The clock network:
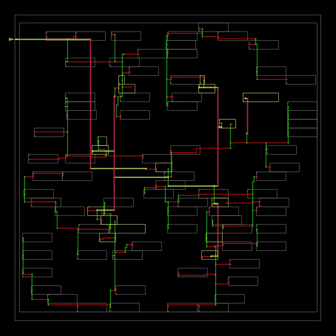
Metal layers overlaid:
Drawn at 3 px/µm. Only two layers are drawn.
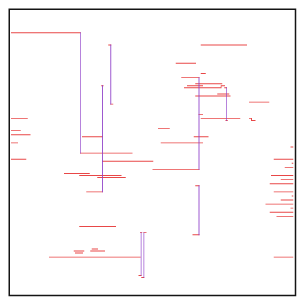
Gate families picked out:
Drawn at 4 px/µm.
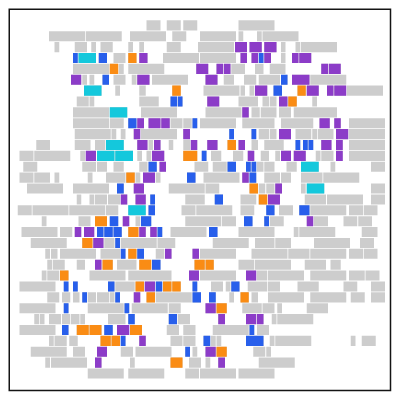
The metal 4 layer:
Drawn at 4 px/µm.
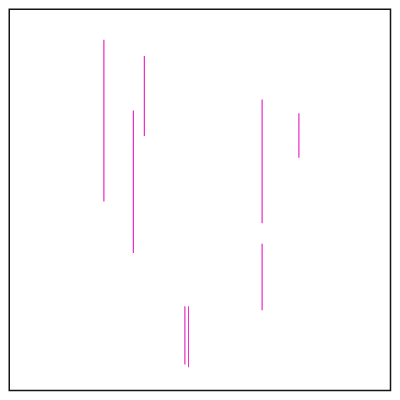
Ports around the boundary:
Drawn at 4 px/µm. Pins as bars across the die edge, other pins in grey.
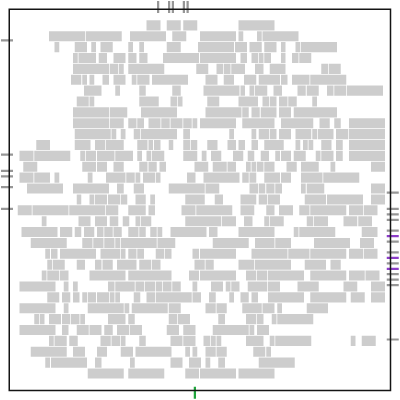
<file path="src/rtl/connect4_pkg.sv">
// Shared types and board geometry for the Connect-4 datapath.
package connect4_pkg;

   localparam int NUM_COLS = 7;
   localparam int NUM_ROWS = 6;
   localparam int COL_W    = 3;
   localparam int ROW_W    = 3;

   typedef enum logic {
      PLAYER_LOCAL   = 1'b0,
      PLAYER_ARDUINO = 1'b1
   } player_t;

   typedef enum logic [1:0] {
      WAIT_MOVE = 2'd0,
      CHECK     = 2'd1,
      WRITE     = 2'd2,
      DONE      = 2'd3
   } arb_state_t;

   // The opponent of a given player.
   function automatic player_t other_player(input player_t p);
      return (p == PLAYER_LOCAL) ? PLAYER_ARDUINO : PLAYER_LOCAL;
   endfunction

endpackage

</file>
<file path="src/rtl/jugada_arbiter_if.sv">
// Board-write port: the arbiter drives one piece at a time, the board
// memory accepts it with wr_ready.
interface jugada_arbiter_if import connect4_pkg::*; ();

   logic             wr_valid;
   logic             wr_ready;
   logic [COL_W-1:0] wr_col;
   logic [ROW_W-1:0] wr_row;
   logic             wr_player;

   modport master (output wr_valid, wr_col, wr_row, wr_player, input wr_ready);
   modport slave  (input wr_valid, wr_col, wr_row, wr_player, output wr_ready);

endinterface

</file>
<file path="src/rtl/turn_timer.sv">
// Per-turn move timer. Counts while enabled, holds at the last count and
// flags expiry there; clear has priority over counting.
module turn_timer #(
   parameter int  TURN_CYCLES = 500_000_000,
   localparam int TW          = (TURN_CYCLES > 1) ? $clog2(TURN_CYCLES) : 1
) (
   input  logic clk,
   input  logic reset,
   input  logic clear,
   input  logic enable,
   output logic expire
);

   localparam logic [TW-1:0] LAST = TW'(TURN_CYCLES - 1);

   logic [TW-1:0] cnt;

   // Count up while enabled, saturating at the expiry value.
   always_ff @(posedge clk or posedge reset) begin
      if (reset)
         cnt <= '0;
      else if (clear)
         cnt <= '0;
      else if (enable && (cnt != LAST))
         cnt <= cnt + 1'b1;
   end

   assign expire = enable && (cnt == LAST);

endmodule

</file>
<file path="src/rtl/jugada_arbiter.sv">
// Connect-4 turn scheduler: arbitrates the single board-write port between
// the local button player and the Arduino player, enforces turn order,
// tracks column heights, rejects illegal moves and forfeits slow turns.
module jugada_arbiter import connect4_pkg::*; #(
   parameter int NUM_COLS     = connect4_pkg::NUM_COLS,
   parameter int NUM_ROWS     = connect4_pkg::NUM_ROWS,
   parameter int TURN_CYCLES  = 500_000_000,
   parameter bit FIRST_PLAYER = 1'b0
) (
   input  logic             clk,
   input  logic             reset,
   input  logic [COL_W-1:0] col_local,
   input  logic             local_valida_jugada,
   input  logic [COL_W-1:0] col_arduino,
   input  logic             arduino_valida_jugada,
   input  logic             game_over,
   input  logic             new_game,
   jugada_arbiter_if.master wr,
   output logic             turn,
   output logic             reject_turn,
   output logic             reject_col,
   output logic             reject_full,
   output logic             turn_timeout,
   output logic             board_full
);

   localparam int HW = $clog2(NUM_ROWS + 1);
   localparam int MW = $clog2(NUM_COLS * NUM_ROWS + 1);
   localparam logic [HW-1:0] H_FULL  = HW'(NUM_ROWS);
   localparam logic [MW-1:0] M_LAST  = MW'(NUM_COLS * NUM_ROWS - 1);
   localparam player_t       P_FIRST = player_t'(FIRST_PLAYER);

   arb_state_t       state, state_d;
   player_t          turn_q;
   logic [COL_W-1:0] col_q;
   logic [HW-1:0]    height [NUM_COLS];
   logic [MW-1:0]    move_cnt;
   logic             board_full_q;

   logic             wr_valid_q, wr_valid_d;
   logic [COL_W-1:0] wr_col_q;
   logic [ROW_W-1:0] wr_row_q;
   player_t          wr_player_q;

   logic rej_turn_q, rej_col_q, rej_full_q, tout_q;
   logic rej_turn_d, rej_col_d, rej_full_d, tout_d;

   logic             req_cur, req_oth;
   logic [COL_W-1:0] col_cur, col_idx;
   logic             col_ok, col_full;
   logic             hs, cap, load_wr, flip, commit, tmr_clr, tmr_en, tmr_exp;

   // Requests seen from the point of view of whoever holds the turn.
   assign req_cur = (turn_q == PLAYER_LOCAL) ? local_valida_jugada : arduino_valida_jugada;
   assign req_oth = (turn_q == PLAYER_LOCAL) ? arduino_valida_jugada : local_valida_jugada;
   assign col_cur = (turn_q == PLAYER_LOCAL) ? col_local : col_arduino;

   // Out-of-range columns are steered to index 0 so the height lookup never
   // leaves the array; the result is ignored in that case anyway.
   assign col_ok   = 32'(col_q) < NUM_COLS;
   assign col_idx  = col_ok ? col_q : '0;
   assign col_full = (height[col_idx] == H_FULL);

   assign hs     = wr_valid_q && wr.wr_ready;
   assign tmr_en = (state == WAIT_MOVE) || (state == CHECK);

   turn_timer #(.TURN_CYCLES(TURN_CYCLES)) u_timer (
      .clk    (clk),
      .reset  (reset),
      .clear  (tmr_clr),
      .enable (tmr_en),
      .expire (tmr_exp)
   );

   // State register.
   always_ff @(posedge clk or posedge reset) begin
      if (reset) state <= WAIT_MOVE;
      else       state <= state_d;
   end

   // Next state plus the next values of every registered output.
   always_comb begin
      state_d    = state;
      cap        = 1'b0;
      load_wr    = 1'b0;
      flip       = 1'b0;
      commit     = 1'b0;
      tmr_clr    = 1'b0;
      wr_valid_d = wr_valid_q;
      rej_turn_d = req_oth;   // the non-turn source is refused in every state
      rej_col_d  = 1'b0;
      rej_full_d = 1'b0;
      tout_d     = 1'b0;

      case (state)
         WAIT_MOVE: begin
            if (game_over) begin
               state_d = DONE;
               if (req_cur) rej_turn_d = 1'b1;
            end else if (tmr_exp) begin
               // The turn is forfeited; a request landing on the same cycle
               // belongs to a player who no longer holds the turn.
               tout_d  = 1'b1;
               flip    = 1'b1;
               tmr_clr = 1'b1;
               if (req_cur) rej_turn_d = 1'b1;
            end else if (req_cur) begin
               cap     = 1'b1;
               state_d = CHECK;
            end
         end
         CHECK: begin
            if (req_cur) rej_turn_d = 1'b1;
            if (game_over) begin
               state_d = DONE;
            end else if (!col_ok) begin
               rej_col_d = 1'b1;
               state_d   = WAIT_MOVE;
            end else if (col_full) begin
               rej_full_d = 1'b1;
               state_d    = WAIT_MOVE;
            end else begin
               load_wr    = 1'b1;
               wr_valid_d = 1'b1;
               state_d    = WRITE;
            end
         end
         WRITE: begin
            if (req_cur) rej_turn_d = 1'b1;
            if (hs) begin
               wr_valid_d = 1'b0;
               commit     = 1'b1;
               flip       = 1'b1;
               tmr_clr    = 1'b1;
               state_d    = ((move_cnt == M_LAST) || game_over) ? DONE : WAIT_MOVE;
            end
         end
         DONE: begin
            if (req_cur) rej_turn_d = 1'b1;
         end
      endcase

      // A new game abandons whatever was in progress, including a pending write.
      if (new_game) begin
         state_d    = WAIT_MOVE;
         cap        = 1'b0;
         load_wr    = 1'b0;
         flip       = 1'b0;
         commit     = 1'b0;
         tmr_clr    = 1'b1;
         wr_valid_d = 1'b0;
         rej_turn_d = 1'b0;
         rej_col_d  = 1'b0;
         rej_full_d = 1'b0;
         tout_d     = 1'b0;
      end
   end

   // Turn owner, captured column, move counter and board-full flag.
   always_ff @(posedge clk or posedge reset) begin
      if (reset) begin
         turn_q       <= P_FIRST;
         col_q        <= '0;
         move_cnt     <= '0;
         board_full_q <= 1'b0;
      end else if (new_game) begin
         turn_q       <= P_FIRST;
         move_cnt     <= '0;
         board_full_q <= 1'b0;
      end else begin
         if (cap)  col_q  <= col_cur;
         if (flip) turn_q <= other_player(turn_q);
         if (commit) begin
            move_cnt <= move_cnt + 1'b1;
            if (move_cnt == M_LAST) board_full_q <= 1'b1;
         end
      end
   end

   // Column heights; saturate at a full column.
   always_ff @(posedge clk or posedge reset) begin
      if (reset) begin
         for (int i = 0; i < NUM_COLS; i++) height[i] <= '0;
      end else if (new_game) begin
         for (int i = 0; i < NUM_COLS; i++) height[i] <= '0;
      end else if (commit && !col_full) begin
         height[col_idx] <= height[col_idx] + 1'b1;
      end
   end

   // Registered write port and status pulses; write fields hold through WRITE.
   always_ff @(posedge clk or posedge reset) begin
      if (reset) begin
         wr_valid_q  <= 1'b0;
         wr_col_q    <= '0;
         wr_row_q    <= '0;
         wr_player_q <= PLAYER_LOCAL;
         rej_turn_q  <= 1'b0;
         rej_col_q   <= 1'b0;
         rej_full_q  <= 1'b0;
         tout_q      <= 1'b0;
      end else begin
         wr_valid_q <= wr_valid_d;
         rej_turn_q <= rej_turn_d;
         rej_col_q  <= rej_col_d;
         rej_full_q <= rej_full_d;
         tout_q     <= tout_d;
         if (load_wr) begin
            wr_col_q    <= col_q;
            wr_row_q    <= ROW_W'(height[col_idx]);
            wr_player_q <= turn_q;
         end
      end
   end

   assign wr.wr_valid  = wr_valid_q;
   assign wr.wr_col    = wr_col_q;
   assign wr.wr_row    = wr_row_q;
   assign wr.wr_player = wr_player_q;

   assign turn         = turn_q;
   assign reject_turn  = rej_turn_q;
   assign reject_col   = rej_col_q;
   assign reject_full  = rej_full_q;
   assign turn_timeout = tout_q;
   assign board_full   = board_full_q;

endmodule

</file>
<file path="src/flat_wrapper.sv">
// flat-port wrapper written by rule: the top's interface ports become plain ports
module jugada_arbiter_flat import connect4_pkg::*;
#(
   parameter int NUM_COLS     = connect4_pkg::NUM_COLS,
   parameter int NUM_ROWS     = connect4_pkg::NUM_ROWS,
   parameter int TURN_CYCLES  = 500_000_000,
   parameter bit FIRST_PLAYER = 1'b0
)
  (clk, reset, col_local, local_valida_jugada, col_arduino, arduino_valida_jugada, game_over, new_game, turn, reject_turn, reject_col, reject_full, turn_timeout, board_full, wr_wr_valid, wr_wr_col, wr_wr_row, wr_wr_player, wr_wr_ready);
  jugada_arbiter_if wr_i ();
  input  logic clk;
  input  logic reset;
  input  logic [COL_W-1:0] col_local;
  input  logic local_valida_jugada;
  input  logic [COL_W-1:0] col_arduino;
  input  logic arduino_valida_jugada;
  input  logic game_over;
  input  logic new_game;
  output logic turn;
  output logic reject_turn;
  output logic reject_col;
  output logic reject_full;
  output logic turn_timeout;
  output logic board_full;
  output wire logic [$bits(wr_i.wr_valid)-1:0] wr_wr_valid;
  output wire logic [$bits(wr_i.wr_col)-1:0] wr_wr_col;
  output wire logic [$bits(wr_i.wr_row)-1:0] wr_wr_row;
  output wire logic [$bits(wr_i.wr_player)-1:0] wr_wr_player;
  input wire logic [$bits(wr_i.wr_ready)-1:0] wr_wr_ready;
  assign wr_wr_valid = wr_i.wr_valid;
  assign wr_wr_col = wr_i.wr_col;
  assign wr_wr_row = wr_i.wr_row;
  assign wr_wr_player = wr_i.wr_player;
  assign wr_i.wr_ready = wr_wr_ready;
  jugada_arbiter #(.NUM_COLS(NUM_COLS), .NUM_ROWS(NUM_ROWS), .TURN_CYCLES(TURN_CYCLES), .FIRST_PLAYER(FIRST_PLAYER)) u_core (.clk(clk), .reset(reset), .col_local(col_local), .local_valida_jugada(local_valida_jugada), .col_arduino(col_arduino), .arduino_valida_jugada(arduino_valida_jugada), .game_over(game_over), .new_game(new_game), .wr(wr_i), .turn(turn), .reject_turn(reject_turn), .reject_col(reject_col), .reject_full(reject_full), .turn_timeout(turn_timeout), .board_full(board_full));
endmodule
</file>
<file path="config.mk">
export PLATFORM = sky130hd
export DESIGN_NAME = jugada_arbiter_flat
export DESIGN_NICKNAME = d
export VERILOG_FILES = /design/src/rtl/connect4_pkg.sv /design/src/rtl/jugada_arbiter_if.sv /design/src/rtl/turn_timer.sv /design/src/rtl/jugada_arbiter.sv /design/src/flat_wrapper.sv
export SDC_FILE = /design/constraint.sdc
export NUM_CORES = 1
export LEC_CHECK = 0
export CORE_UTILIZATION = 50
export DETAILED_ROUTE_END_ITERATION = 16
export PLACE_DENSITY = 0.69
export SLEW_MARGIN = 25
export SYNTH_ARGS = -nofsm -noshare
export SYNTH_HDL_FRONTEND = slang
export SYNTH_SLANG_ARGS = --single-unit
export TNS_END_PERCENT = 1
</file>
<file path="constraint.sdc">
create_clock -name clk -period 3.8 [get_ports clk]
set_clock_uncertainty 0.2 [all_clocks]
set_input_delay 0.76 -clock clk [delete_from_list [all_inputs] [get_ports clk]]
set_output_delay 0.76 -clock clk [all_outputs]
set_load 0.01 [all_outputs]
</file>
==> out/metrics.yaml <==
reg.largest.list: "u_core.u_timer.cnt (29), u_core.height (21), u_core.move_cnt (6)"
critPathArrivalTime_ns: 3.17
setup_viol: 0
synth-xor-area-share_pct: 4.87
p_per_area_mw_per_mm2: 498
swShare_pct: 33.4
grt_pass1_wl_mm: 16.2
clock_sinks: 75
max_cap_violations: 0
seq_power_share_pct: 40.4
logic_gate_count: 322
p_clk_w: 0.000700
cts_tree: "built"
buf_share_pct: 6.60
synthTopCellsByCount: "75 x dfrtp_1, 43 x nor2_1, 27 x nand2_1, 26 x a21oi_1, 20 x xnor2_1"
rsz0062_at_grt: "false"
design.core.area_mm2: 0.00830
warnings: 31
fin_ws_ns: 0.668
ys.flops: 75
use_met3_pct: 3.38
fp_nets: 464
largest_reg_flops: 29
power.share.combinational_pct: 30.6
seq_share_pct: 38.6
dpl.hpwl_mm: 6.69
fin_crit_sh_pct: 82.4
num_io_pins: 27
fp-utilization_pct: 52.1
fa_ha_area_share_pct: 2.61
cts.path.max_buffers: 2
outcome: "finished clean"
yosysChipArea_mm2: 0.00432
slew_violations: 0
ctsHoldBuffers: 0
final-clk-cell-share_pct: 4.69
crit_buf_inv: 2
ys_async_sr_fraction_pct: 100
cp.required_ns: 3.84
drt_iter0_markers: 143
p_leak_nw: 1.93
critPathLaunchType: "flip-flop"
mappedNetlistArea_mm2: 0.00432
wl_per_cell_um: 16.9
yosys_warnings: 0
ys_seq_share_pct: 43.4
finalWirelength_mm: 9.58
worstReg2RegStart: "u_core.col_q[0]"
path_max_fanout: 10
place_ws_ns: 0.602
drive_gt1_share_pct: 11.4
ff_type: "dfrtp_1"
place.gp.congestion: 0.903
p_sw_w: 0.000809
utilization_pct: 58.5
fin_cells: 568
largest_class: "combinational gates"
## Picture notes: 'the clock network'
CTS buffer count: 9
Layout clock buffers: 12

## Picture notes: 'metal layers overlaid'
Red marks M3, wire length 384 µm. Purple marks M4, wire length 182 µm.

## Picture notes: 'gate families picked out'
Purple marks aoi and oai cells, cells 79. Cyan marks fa/ha/maj cells, cells 9. Blue marks nand cells, cells 62. Orange marks and/or cells, cells 32.

## Picture notes: 'the metal 4 layer'
The layer holds 1.9% of the routed length. The layer carries 182 µm of wire. The longest straight run is 40.1 µm.

## Picture notes: 'ports around the boundary'
Purple marks `col_local`, pins 3, direction input, edge right. Green marks `turn_timeout`, pins 1, direction output, edge bottom.
All pins by edge: 15 right, 6 left, 5 top, 1 bottom.

-- path summary, 6_finish.rpt --
kind / end / slack [ns] / cells after the start
max: u_core.wr.wr_col[2] / 0.67 / 10
min: u_core.wr.wr_row[0] / 0.32 / 1
max reg2reg: u_core.wr.wr_col[2] / 0.67 / 10
min reg2reg: u_core.wr.wr_row[0] / 0.32 / 1
max in group asynchronous: u_core.u_timer.cnt[6] / 2.07 / 3
min in group asynchronous: u_core.u_timer.cnt[10] / 0.55 / 2
-- metal layers --
layer	vias up	part of all wire, %
met3	19	4.0
met5	-	0
li1	1649	-
met2	91	44
met4	0	1.9
met1	1649	50
